Run 1, metal layers overlaid:
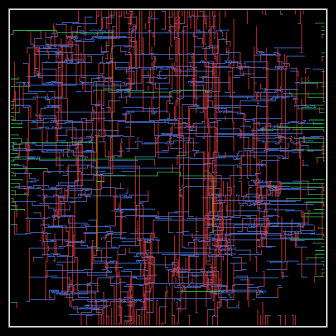
Run 1, gate-type map:
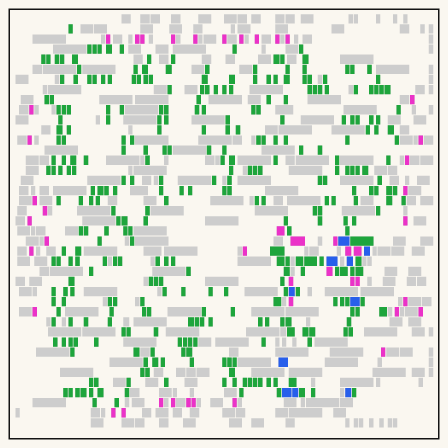
Run 1, placement density heat map:
The die is cut into 12 by 12 equal tiles; white is low, dark blue is high, 0 to 100% covered.
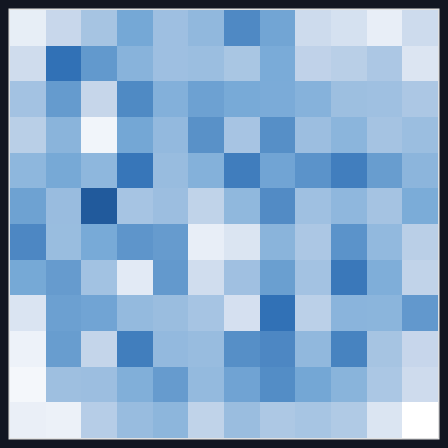
==> config.mk <==
export PLATFORM = sky130hd
export DESIGN_NAME = trap_ctrl
export DESIGN_NICKNAME = d
export VERILOG_FILES = /design/src/rtl/trap_pkg.sv /design/src/rtl/trap_prio_enc.sv /design/src/rtl/trap_ctrl.sv
export SDC_FILE = /design/constraint.sdc
export NUM_CORES = 1
export LEC_CHECK = 0
export ABC_AREA = 1
export CELL_PAD_IN_SITES_DETAIL_PLACEMENT = 0
export CELL_PAD_IN_SITES_GLOBAL_PLACEMENT = 1
export CORE_UTILIZATION = 33
export DETAILED_ROUTE_END_ITERATION = 7
export PLACE_DENSITY_LB_ADDON = 0.1
export SLEW_MARGIN = 20
export SYNTH_ARGS = -nofsm -noshare
export SYNTH_HDL_FRONTEND = slang
export SYNTH_HIERARCHICAL = 1
export SYNTH_SLANG_ARGS = --single-unit
==> constraint.sdc <==
create_clock -name clk -period 4.6 [get_ports clk]
set_clock_uncertainty 0.1 [all_clocks]
set_input_delay 0.69 -clock clk [delete_from_list [all_inputs] [get_ports clk]]
set_output_delay 0.69 -clock clk [all_outputs]
set_load 0.1 [all_outputs]
==> src/rtl/trap_pkg.sv <==
// Shared constants and state encoding for the trap entry / mret sequencer.
package trap_pkg;

  localparam logic [11:0] CSR_MSTATUS = 12'h300;
  localparam logic [11:0] CSR_MTVEC   = 12'h305;
  localparam logic [11:0] CSR_MEPC    = 12'h341;
  localparam logic [11:0] CSR_MCAUSE  = 12'h342;

  // Cause codes; bit DW-1 (interrupt flag) is added by the encoder.
  localparam logic [4:0] CODE_M_EXT_IRQ   = 5'd11;
  localparam logic [4:0] CODE_M_TIMER_IRQ = 5'd7;
  localparam logic [4:0] CODE_ILLEGAL     = 5'd2;
  localparam logic [4:0] CODE_BREAKPOINT  = 5'd3;
  localparam logic [4:0] CODE_ECALL_M     = 5'd11;

  localparam int unsigned MSTATUS_MIE    = 3;
  localparam int unsigned MSTATUS_MPIE   = 7;
  localparam int unsigned MSTATUS_MPP_LO = 11;
  localparam int unsigned MSTATUS_MPP_HI = 12;

  typedef enum logic [2:0] {
    S_IDLE,
    S_T_EPC,
    S_T_CAUSE,
    S_T_STATUS,
    S_T_VEC,
    S_M_STATUS,
    S_M_EPC
  } state_e;

endpackage

==> src/rtl/trap_prio_enc.sv <==
// Combinational priority encoder for trap / mret requests at an instruction boundary.
module trap_prio_enc
  import trap_pkg::*;
#(
  parameter int unsigned DATA_WIDTH = 32
) (
  input  logic                  valid,
  input  logic                  mie,
  input  logic                  irq_ext,
  input  logic                  irq_timer,
  input  logic                  illegal,
  input  logic                  ebreak,
  input  logic                  ecall,
  input  logic                  mret,
  output logic                  take_c,
  output logic                  is_mret_c,
  output logic [DATA_WIDTH-1:0] cause_c
);

  localparam int unsigned CW = DATA_WIDTH - 1;

  // Interrupts (gated by MIE) beat exceptions, which beat mret.
  always_comb begin
    take_c    = 1'b0;
    is_mret_c = 1'b0;
    cause_c   = '0;
    if (valid) begin
      if (irq_ext && mie) begin
        take_c  = 1'b1;
        cause_c = {1'b1, CW'(CODE_M_EXT_IRQ)};
      end else if (irq_timer && mie) begin
        take_c  = 1'b1;
        cause_c = {1'b1, CW'(CODE_M_TIMER_IRQ)};
      end else if (illegal) begin
        take_c  = 1'b1;
        cause_c = {1'b0, CW'(CODE_ILLEGAL)};
      end else if (ebreak) begin
        take_c  = 1'b1;
        cause_c = {1'b0, CW'(CODE_BREAKPOINT)};
      end else if (ecall) begin
        take_c  = 1'b1;
        cause_c = {1'b0, CW'(CODE_ECALL_M)};
      end else if (mret) begin
        take_c    = 1'b1;
        is_mret_c = 1'b1;
      end
    end
  end

endmodule

==> src/rtl/trap_ctrl.sv <==
// Trap entry / mret sequencer driving the CSR write port and PC redirect.
// Optional vectored mtvec mode enabled by defining TRAP_CTRL_VECTORED_EN.
module trap_ctrl
  import trap_pkg::*;
#(
  parameter int unsigned DATA_WIDTH = 32
) (
  input  logic                  clk,
  input  logic                  rst,
  input  logic                  inst_valid,
  input  logic [DATA_WIDTH-1:0] inst_pc,
  input  logic                  ecall,
  input  logic                  ebreak,
  input  logic                  illegal,
  input  logic                  mret,
  input  logic                  irq_ext,
  input  logic                  irq_timer,
  output logic                  busy,
  output logic                  csr_wen,
  output logic [DATA_WIDTH-1:0] csr_addr,
  output logic [DATA_WIDTH-1:0] csr_wdata,
  input  logic [DATA_WIDTH-1:0] csr_rdata,
  output logic                  redirect_valid,
  output logic [DATA_WIDTH-1:0] redirect_pc
);

  localparam int unsigned DW = DATA_WIDTH;

  state_e        state_q, state_d;
  logic          busy_d, wen_d, rv_d;
  logic [DW-1:0] addr_d;
  logic [DW-1:0] epc_q, cause_q;
  logic          idle_c, mie_c, take_c, is_mret_c;
  logic [DW-1:0] cause_c;
  logic [DW-1:0] status_trap_c, status_mret_c, base_c, vec_pc_c;

  assign idle_c = (state_q == S_IDLE);
  // MIE is only trusted while the read port really points at mstatus.
  assign mie_c  = idle_c && (csr_addr == DW'(CSR_MSTATUS)) && csr_rdata[MSTATUS_MIE];

  trap_prio_enc #(.DATA_WIDTH(DW)) u_prio (
    .valid     (inst_valid && idle_c),
    .mie       (mie_c),
    .irq_ext   (irq_ext),
    .irq_timer (irq_timer),
    .illegal   (illegal),
    .ebreak    (ebreak),
    .ecall     (ecall),
    .mret      (mret),
    .take_c    (take_c),
    .is_mret_c (is_mret_c),
    .cause_c   (cause_c)
  );

  // Next state and the registered per-state outputs it implies.
  always_comb begin
    state_d = state_q;
    busy_d  = 1'b0;
    wen_d   = 1'b0;
    rv_d    = 1'b0;
    addr_d  = DW'(CSR_MSTATUS);
    case (state_q)
      S_IDLE:     if (take_c) state_d = is_mret_c ? S_M_STATUS : S_T_EPC;
      S_T_EPC:    state_d = S_T_CAUSE;
      S_T_CAUSE:  state_d = S_T_STATUS;
      S_T_STATUS: state_d = S_T_VEC;
      S_T_VEC:    state_d = S_IDLE;
      S_M_STATUS: state_d = S_M_EPC;
      S_M_EPC:    state_d = S_IDLE;
      default:    state_d = S_IDLE;
    endcase
    case (state_d)
      S_T_EPC:    begin busy_d = 1'b1; wen_d = 1'b1; addr_d = DW'(CSR_MEPC);    end
      S_T_CAUSE:  begin busy_d = 1'b1; wen_d = 1'b1; addr_d = DW'(CSR_MCAUSE);  end
      S_T_STATUS: begin busy_d = 1'b1; wen_d = 1'b1; addr_d = DW'(CSR_MSTATUS); end
      S_T_VEC:    begin busy_d = 1'b1; rv_d  = 1'b1; addr_d = DW'(CSR_MTVEC);   end
      S_M_STATUS: begin busy_d = 1'b1; wen_d = 1'b1; addr_d = DW'(CSR_MSTATUS); end
      S_M_EPC:    begin busy_d = 1'b1; rv_d  = 1'b1; addr_d = DW'(CSR_MEPC);    end
      default:    ;
    endcase
  end

  always_ff @(posedge clk or negedge rst) begin
    if (!rst) begin
      state_q        <= S_IDLE;
      busy           <= 1'b0;
      csr_wen        <= 1'b0;
      csr_addr       <= '0;
      redirect_valid <= 1'b0;
      epc_q          <= '0;
      cause_q        <= '0;
    end else begin
      state_q        <= state_d;
      busy           <= busy_d;
      csr_wen        <= wen_d;
      csr_addr       <= addr_d;
      redirect_valid <= rv_d;
      if (idle_c && take_c) begin
        epc_q   <= inst_pc;
        cause_q <= cause_c;
      end
    end
  end

  // mstatus images for trap entry and return, built from the live read data.
  always_comb begin
    status_trap_c                                = csr_rdata;
    status_trap_c[MSTATUS_MPIE]                  = csr_rdata[MSTATUS_MIE];
    status_trap_c[MSTATUS_MIE]                   = 1'b0;
    status_trap_c[MSTATUS_MPP_HI:MSTATUS_MPP_LO] = 2'b11;
    status_mret_c                                = csr_rdata;
    status_mret_c[MSTATUS_MIE]                   = csr_rdata[MSTATUS_MPIE];
    status_mret_c[MSTATUS_MPIE]                  = 1'b1;
    status_mret_c[MSTATUS_MPP_HI:MSTATUS_MPP_LO] = 2'b11;
  end

  assign base_c = {csr_rdata[DW-1:2], 2'b00};

`ifdef TRAP_CTRL_VECTORED_EN
  assign vec_pc_c = ((csr_rdata[1:0] == 2'b01) && cause_q[DW-1])
                    ? base_c + DW'({cause_q[DW-2:0], 2'b00})
                    : base_c;
`else
  assign vec_pc_c = base_c;
`endif

  always_comb begin
    csr_wdata   = '0;
    redirect_pc = '0;
    case (state_q)
      S_T_EPC:    csr_wdata   = epc_q;
      S_T_CAUSE:  csr_wdata   = cause_q;
      S_T_STATUS: csr_wdata   = status_trap_c;
      S_M_STATUS: csr_wdata   = status_mret_c;
      S_T_VEC:    redirect_pc = vec_pc_c;
      S_M_EPC:    redirect_pc = csr_rdata;
      default:    ;
    endcase
  end

endmodule

==> out/summary.txt, run 1 <==
status: finished, final reports clean
dominant logic cell type in the layout: nand2_1
worst min path class: register to register
largest net degree at the start of global routing: 76
Total GRT Usage: 0.1722
chip area: 13290 um^2
vias in the first global route: 3582
Simple-Gate Area Share: 0.3599
# diodes: 0
CP Capture Type: output pin
Worst Setup Start Kind: register
Adder Area Share: 0
RePlAce Congestion: 0.7936
# Taps: 172
routed wire length per instance: 11.96 um
Max Freq: 0.2907 GHz
detailed placement HPWL: 7246 um
Multiplexer share: 0
Yosys top cell area share: 0.4433
most numerous logic cells after layout: nand2_1, clkdlybuf4s50_1, dfrtp_1
# Post-CTS Setup Buffers: 0
fp util: 0.3369
crit path DRT: 3.81 ns
xor/xnor share: 0
seq_cells: 75
Mean Syn Cell Area: 7.080 um^2
Root Buffer: clkbuf_16
Core Rows: 41
Synth Cell Area: 4234 um^2
logic area: 1792 um^2
Syn Inst Count: 598
Cell Count, Final, Fillers Out: 906
first-pass GRT wire length: 17590 um
share of cells above drive strength 1: 0.1362
largest family of logic cells by area: simple AND/OR/NAND/NOR gates
non-clock buffer share of cell area: 0.2358
register area share after synthesis: 0.4433
hold buffer count at cts: 0
Least-Margin Pin Slew: 0.9659 ns
H-tree Lvls: 3
CTS resizes: 0
Vias: 3735
multi-input gates: 442
Routed Antenna Nets: 0
main flop type: dfrtp_1
top cells by count: nand2_1, dfrtp_1, buf_4
ys async rst share: 1.000
register area: 1877 um^2
Max transition margin: 0.3541
Buffers on Ports: 145
post-synth cell types: 24
GRT met2 Usage: 0.2960
clk slew on worst S/H paths: 0.05 ns
CTS Sinks: 75
io pins: 172
Die X: 115.3 um
number of enable flip-flop cells: 0
Log Warnings: 26
clock-cell share of area: 0.04918
drt first pass iters: 5
drt total wl: 10840 um
max-slew violations: 0
number of non-clock buffers: 151
Arr. time, crit path: 2.65 ns
DR iter-0 viols: 128
clock buffers: 13
yosys aoi share: 0.01537
Tcrit/Tclk final: 0.7478
Filler Cells Inserted: 1315
Placeable Area: 12570 um^2
combinational share of cell area: 0.3144
met1 Track Usage GR: 0.2116
Most Crowded Layer GR: met2
Top class by area: sequential cells
Final nets: 803
critical path class: register to output pin
crit path time final: 3.440 ns
cell type with the largest total area: dfrtp_1
flop share of the area: 0.3293
-- 'metal layers overlaid' (at the start) --
Key: M2 = red [wire length 5290 um]; M1 = blue [wire length 4870 um]; M3 = green [wire length 567 um]; M4 = orange [wire length 108 um]

-- 'gate-type map' (at the start) --
Key: aoi and oai cells = blue [cells 10]; nand cells = green [cells 333, where widely spread]; nor cells = magenta [cells 45, where widely spread]

-- 'placement density heat map' (at the start) --
0.70% of the tiles are nearly empty. 0.70% of the tiles are over 75% full. The mean over all tiles is 41%.

## run 1: layer usage
metal	wire length, um	vias up
met1	4871	1684
met2	5293	101
met3	567	7
met5	0	-
met4	108	0
li1	-	1943
## run 1: worst max-delay path: stages, from the launching register on
cell	delay (ns)
dfrtp_1	0.42
inv_2	0.10
nand2_2	0.07
nor2_2	0.11
buf_4	0.26
nand2_1	0.09
o211ai_1	0.10
clkdlybuf4s50_1	1.16
## run 1: sequential cells by signal, summed over array words and instances, names as in the netlist
| signal | count |
|---|---|
| csr_addr | 5 |
| csr_wen | 1 |
| redirect_valid | 1 |
| state_q | 3 |
| epc_q | 32 |
| busy | 1 |
| cause_q | 32 |
## run 1: final timing paths
check                      startpoint             to  slack [ns]  cells past startpoint
min                          epc_q[8]       epc_q[8]        0.38                      2
max                        state_q[1]  csr_wdata[12]        1.16                      7
min in group asynchronous         rst     cause_q[4]        0.41                      1
min reg2reg                  epc_q[8]       epc_q[8]        0.38                      2
max reg2reg                state_q[2]      epc_q[21]        2.15                     12
max in group asynchronous         rst      epc_q[17]        3.38                      1
## run 1: logic make-up (layout without fill, tap and decap cells)
logic type / Yosys count / after routing
flip-flops: 75 / 75
AND-OR/OR-AND: 10 / 10
buffers and inverters: 132 / 217
other: 3 / 54
AND/OR/NAND/NOR: 378 / 378
## run 1: per-stage QoR
stage	area [um^2]	setup WS (ns)
floorplan	4425	1.586
global placement	5419	1.380
detailed placement	5419	1.365
CTS	5699	1.127
global route	5699	1.056
finish	5699	1.160
Run 1, routing congestion map:
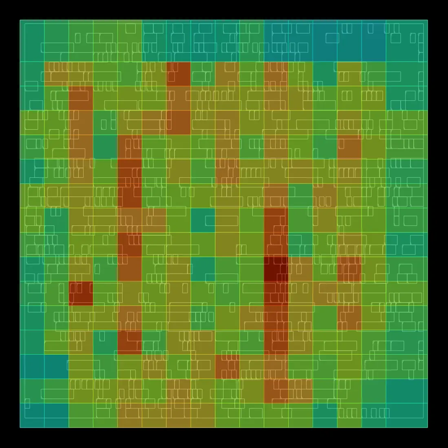

--- run 2 (diff from run 1) ---
Settings changed: CORE_UTILIZATION 33 to 27.
Clock period 4.6 ns to 2.9 ns, I/O delays scaled along.
Run 2, routing congestion map:
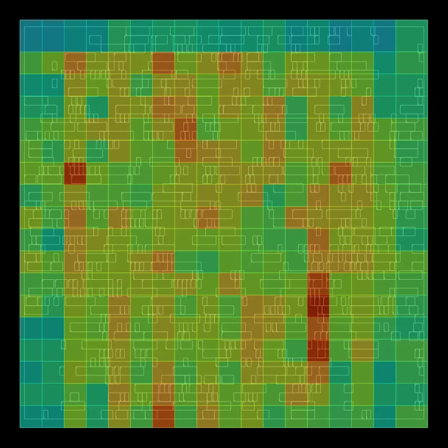
routed wire length per instance: 12.29 um
met1 Track Usage GR: 0.1920
Post-Route Utilization: 0.4285
Most Crowded Layer GR: met2
GRT met2 Usage: 0.2524

Run 2, signal wires on met2:
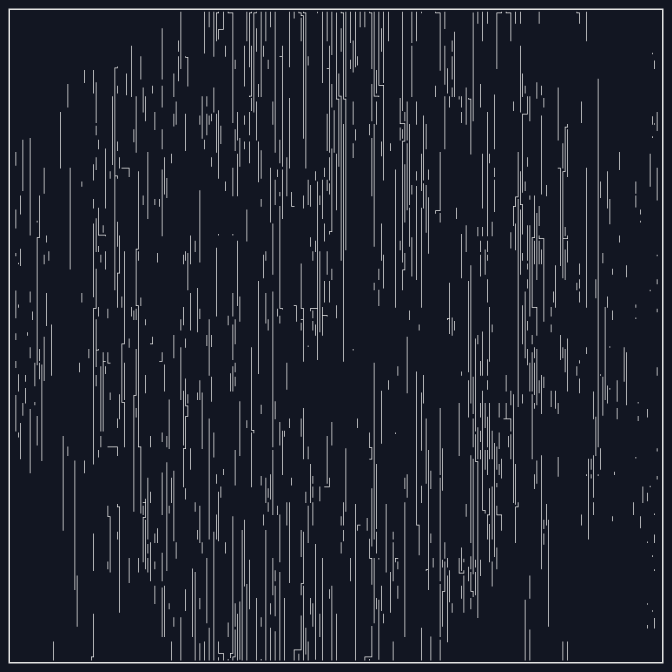
The wires run mostly vertical. The longest straight run is 71.7 um. The layer carries 5560 um of wire.

==> run 2 against run 1 <==
  * Global-route usage shrank 2.0 points
  * Final area grew 15%
  * Largest cell class is now non-clock buffers
==> out/summary.txt, run 2 <==
RePlAce Congestion: 0.7662 (-3.5%)
Vias: 3807 (+1.9%)
crit path time final: 2.646 ns
Max Freq: 0.3780 GHz
R2R depth: 10 (-2)
CP delay by family, top: buffers and inverters
Root Buffer: clkbuf_16
crit path DRT: 2.37 ns (-1.44 ns)
Least-Margin Pin Slew: 0.9941 ns (+0.02825 ns)
detailed placement HPWL: 8124 um (+12%)
io pins: 172 (unchanged)
CP most frequent cell: nand2_1
slowest CP cell: dfrtp_1
most numerous logic cells after layout: nand2_1, dfrtp_1, clkdlybuf4s50_1
fp util: 0.2775 (-0.05939)
CP Capture Type: output pin
main flop type: dfrtp_1
# diodes: 0 (unchanged)
# Post-CTS Setup Buffers: 0 (unchanged)
first-pass GRT wire length: 19170 um (+9.0%)
Total GRT Usage: 0.1519 (-0.02026)
Buffers on Ports: 145 (unchanged)
cell type with the largest total area: dfrtp_1
Tcrit/Tclk final: 0.9122
CP peak stage delay: 0.51 ns (-0.65 ns)
pre-CTS WS: 0.2813 ns (-1.084 ns)
largest net degree at the start of global routing: 76 (unchanged)
Yosys top cell area share: 0.4433 (unchanged)
Routed Antenna Nets: 0 (unchanged)
chip area: 16190 um^2 (+22%)
Cell Count, Final, Fillers Out: 948 (+4.6%)
Placeable Area: 15260 um^2 (+21%)
hold buffer count at cts: 0 (unchanged)
Die X: 127.2 um (+10%)
critical path class: register to output pin
H-tree Lvls: 3 (unchanged)
worst min path class: primary input to async pin
CP cell instances: nor2_4 -> nand2_1 -> inv_2 -> buf_4 -> nand2_1 -> nand3_1 -> buf_12
Syn Inst Count: 598 (unchanged)
DR iter-0 viols: 134 (+4.7%)
max-slew violations: 0 (unchanged)
register area share after synthesis: 0.4433 (unchanged)
drt total wl: 11650 um (+7.5%)
share of cells above drive strength 1: 0.1560 (+0.01980)
status: finished, final reports clean
Worst Setup Start Kind: register
DP Area: 6276 um^2 (+16%)
CTS Sinks: 75 (unchanged)
post-synth cell types: 24 (unchanged)
top cells by count: nand2_1, dfrtp_1, buf_4
Arr. time, crit path: 2.11 ns (-0.54 ns)
critical path depth in cells: 7 (unchanged)
Largest regs: cause_q: 32 flops, epc_q: 32 flops, csr_addr: 5 flops
WP buf/inv: 3 (unchanged)
Run 2, gate-type map:
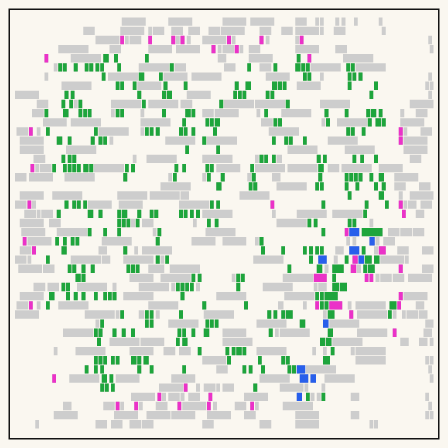
dominant logic cell type in the layout: nand2_1
combinational share of cell area: 0.2748

==> run 2: cell types whose count changed in the layout (fill, tap and decap cells not counted), sizes merged <==
cell / delta
buf: +16
clkdlybuf4s50: -13
clkbuf: -1
clkinv: +1
==> run 2: final cells by class <==
cell class	count	area (um^2)
clock buffers	12	246.5
clock inverters	3	15.01
fillers	1526	8721
inverters	51	191.4
multi-input cells	442	1797
flip-flops and latches	75	1877
well taps	211	264.0
repair buffers	154	2147
==> run 2: worst reg2reg max path: cells and delay by family, from the launching register on <==
family,cells,cell delay (ns)
buffers and inverters,1,0.57
flip-flops,1,0.57
AND-OR/OR-AND,1,0.15
AND/OR/NAND/NOR,8,0.75
==> run 2: logic make-up after synthesis <==
logic type / share of synthesized area
other: 0.002659
AND/OR/NAND/NOR: 0.3599
buffers and inverters: 0.1788
AND-OR/OR-AND: 0.01537
flip-flops: 0.4433
==> run 2: metal layers <==
| metal | vias to the layer above | share of wire |
|---|---|---|
| met1 | 1742 | 0.46 |
| met5 | - | 0 |
| met2 | 100 | 0.48 |
| li1 | 1952 | - |
| met3 | 13 | 0.050 |
| met4 | 0 | 0.016 |
==> run 2: final timing paths <==
check | from | end | slack [ns]
min in group clk | epc_q[14] | epc_q[14] | 0.38
setup reg to reg | state_q[2] | busy | 0.62
setup / recovery | state_q[2] | csr_wdata[18] | 0.25
hold / removal | rst | epc_q[13] | 0.15
hold reg to reg | epc_q[14] | epc_q[14] | 0.38
max in group asynchronous | rst | csr_addr[2] | 1.88
--- run 3 (diff from run 2) ---
Settings changed: SKIP_LAST_GASP set to 1.
Run 3, placement density heat map:
The die is cut into 13 by 13 equal tiles; white is low, dark blue is high, 0 to 100% covered.
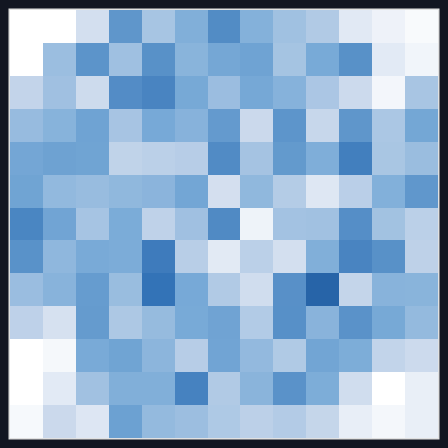
fp util: 0.2775
Placeable Area: 15260 um^2

Run 3, signal wires on met2:
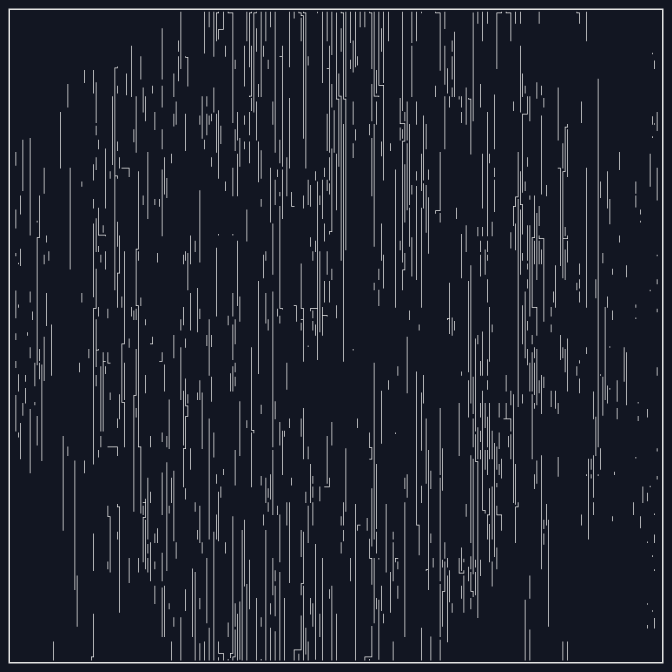
drt total wl: 11650 um
Vias: 3807

==> run 3 against run 2 <==
  * Core utilization is the same
  * Hold slack is the same
  * Maximum frequency is the same
==> out/summary.txt, run 3 <==
main flop type: dfrtp_1
DP Area: 6276 um^2 (unchanged)
CP peak stage delay: 0.51 ns (about the same)
Arr. time, crit path: 2.11 ns (about the same)
met1 Track Usage GR: 0.1920 (unchanged)
share of cells above drive strength 1: 0.1560 (unchanged)
Routed Antenna Nets: 0 (unchanged)
Worst Setup Start Kind: register
pre-CTS WS: 0.2813 ns (unchanged)
Mean Syn Cell Area: 7.080 um^2
max-slew violations: 0 (unchanged)
CTS Sinks: 75 (unchanged)
CP delay by family, top: buffers and inverters
status: finished, final reports clean
hold buffer count at cts: 0 (unchanged)
dominant logic cell type in the layout: nand2_1
routed wire length per instance: 12.29 um (unchanged)
Syn Inst Count: 598 (unchanged)
detailed placement HPWL: 8124 um (unchanged)
post-synth cell types: 24 (unchanged)
largest net degree at the start of global routing: 76 (unchanged)
top cells by count: nand2_1, dfrtp_1, buf_4
CP Capture Type: output pin
cell type with the largest total area: dfrtp_1
# Post-CTS Setup Buffers: 0 (unchanged)
worst min path class: primary input to async pin
Largest regs: cause_q: 32 flops, epc_q: 32 flops, csr_addr: 5 flops
Yosys top cell area share: 0.4433 (unchanged)
Filler Cells Inserted: 1526 (unchanged)
critical path class: register to output pin
Root Buffer: clkbuf_16
GRT met2 Usage: 0.2524 (unchanged)
register area share after synthesis: 0.4433 (unchanged)
io pins: 172 (unchanged)
crit path DRT: 2.37 ns (about the same)
# diodes: 0 (unchanged)
first-pass GRT wire length: 19170 um (unchanged)
Buffers on Ports: 145 (unchanged)
most numerous logic cells after layout: nand2_1, dfrtp_1, clkdlybuf4s50_1
Tcrit/Tclk final: 0.9122 (unchanged)
Total GRT Usage: 0.1519 (unchanged)
WP buf/inv: 3 (unchanged)
slowest CP cell: dfrtp_1
Most Crowded Layer GR: met2
chip area: 16190 um^2 (unchanged)
H-tree Lvls: 3 (unchanged)
Die X: 127.2 um (unchanged)
Run 3, gate-type map:
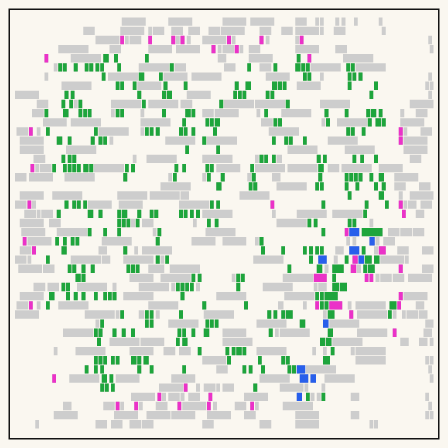
Cell Count, Final, Fillers Out: 948

[run 3: cell counts after synthesis]
Identical to the previous run, type by type.
[run 3: worst paths after layout]
| check | cells past startpoint | startpoint | endpoint | slack (ns) |
|---|---|---|---|---|
| min | 1 | rst | epc_q[13] | 0.15 |
| max in group asynchronous | 1 | rst | csr_addr[2] | 1.88 |
| max | 7 | state_q[2] | csr_wdata[18] | 0.25 |
| min reg2reg | 2 | epc_q[14] | epc_q[14] | 0.38 |
| max reg2reg | 10 | state_q[2] | busy | 0.62 |
| min in group clk | 2 | epc_q[14] | epc_q[14] | 0.38 |
[run 3: per-layer routing]
layer,vias up,wire length [um]
met1,1742,5306
li1,1952,-
met4,0,191
met2,100,5564
met3,13,587
met5,-,0
[run 3: layout make-up]
class	count	area (um^2)	share of cell area
clock inverter	3	15.01	0.002297
sequential	75	1877	0.2871
inverter	51	191.4	0.02928
tap	211	264.0	0.04038
timing repair buffer	154	2147	0.3284
clock buffer	12	246.5	0.03770
multi-input combinational	442	1797	0.2748
[run 3: per-stage QoR]
step | hold slack, ns | util
floorplan | 0.03941 | -
global placement | 0.3629 | 0.4113
detailed placement | 0.3652 | 0.4113
CTS | 0.2098 | 0.4285
global route | 0.2408 | 0.4285
finish | 0.1477 | 0.4285
[run 3: kinds of logic after synthesis]
group	after synthesis	share of synthesized area
DFF	75	0.4433
and+or+nand+nor	378	0.3599
other	3	0.002659
buffers and inverters	132	0.1788
AOI/OAI and AO/OA	10	0.01537
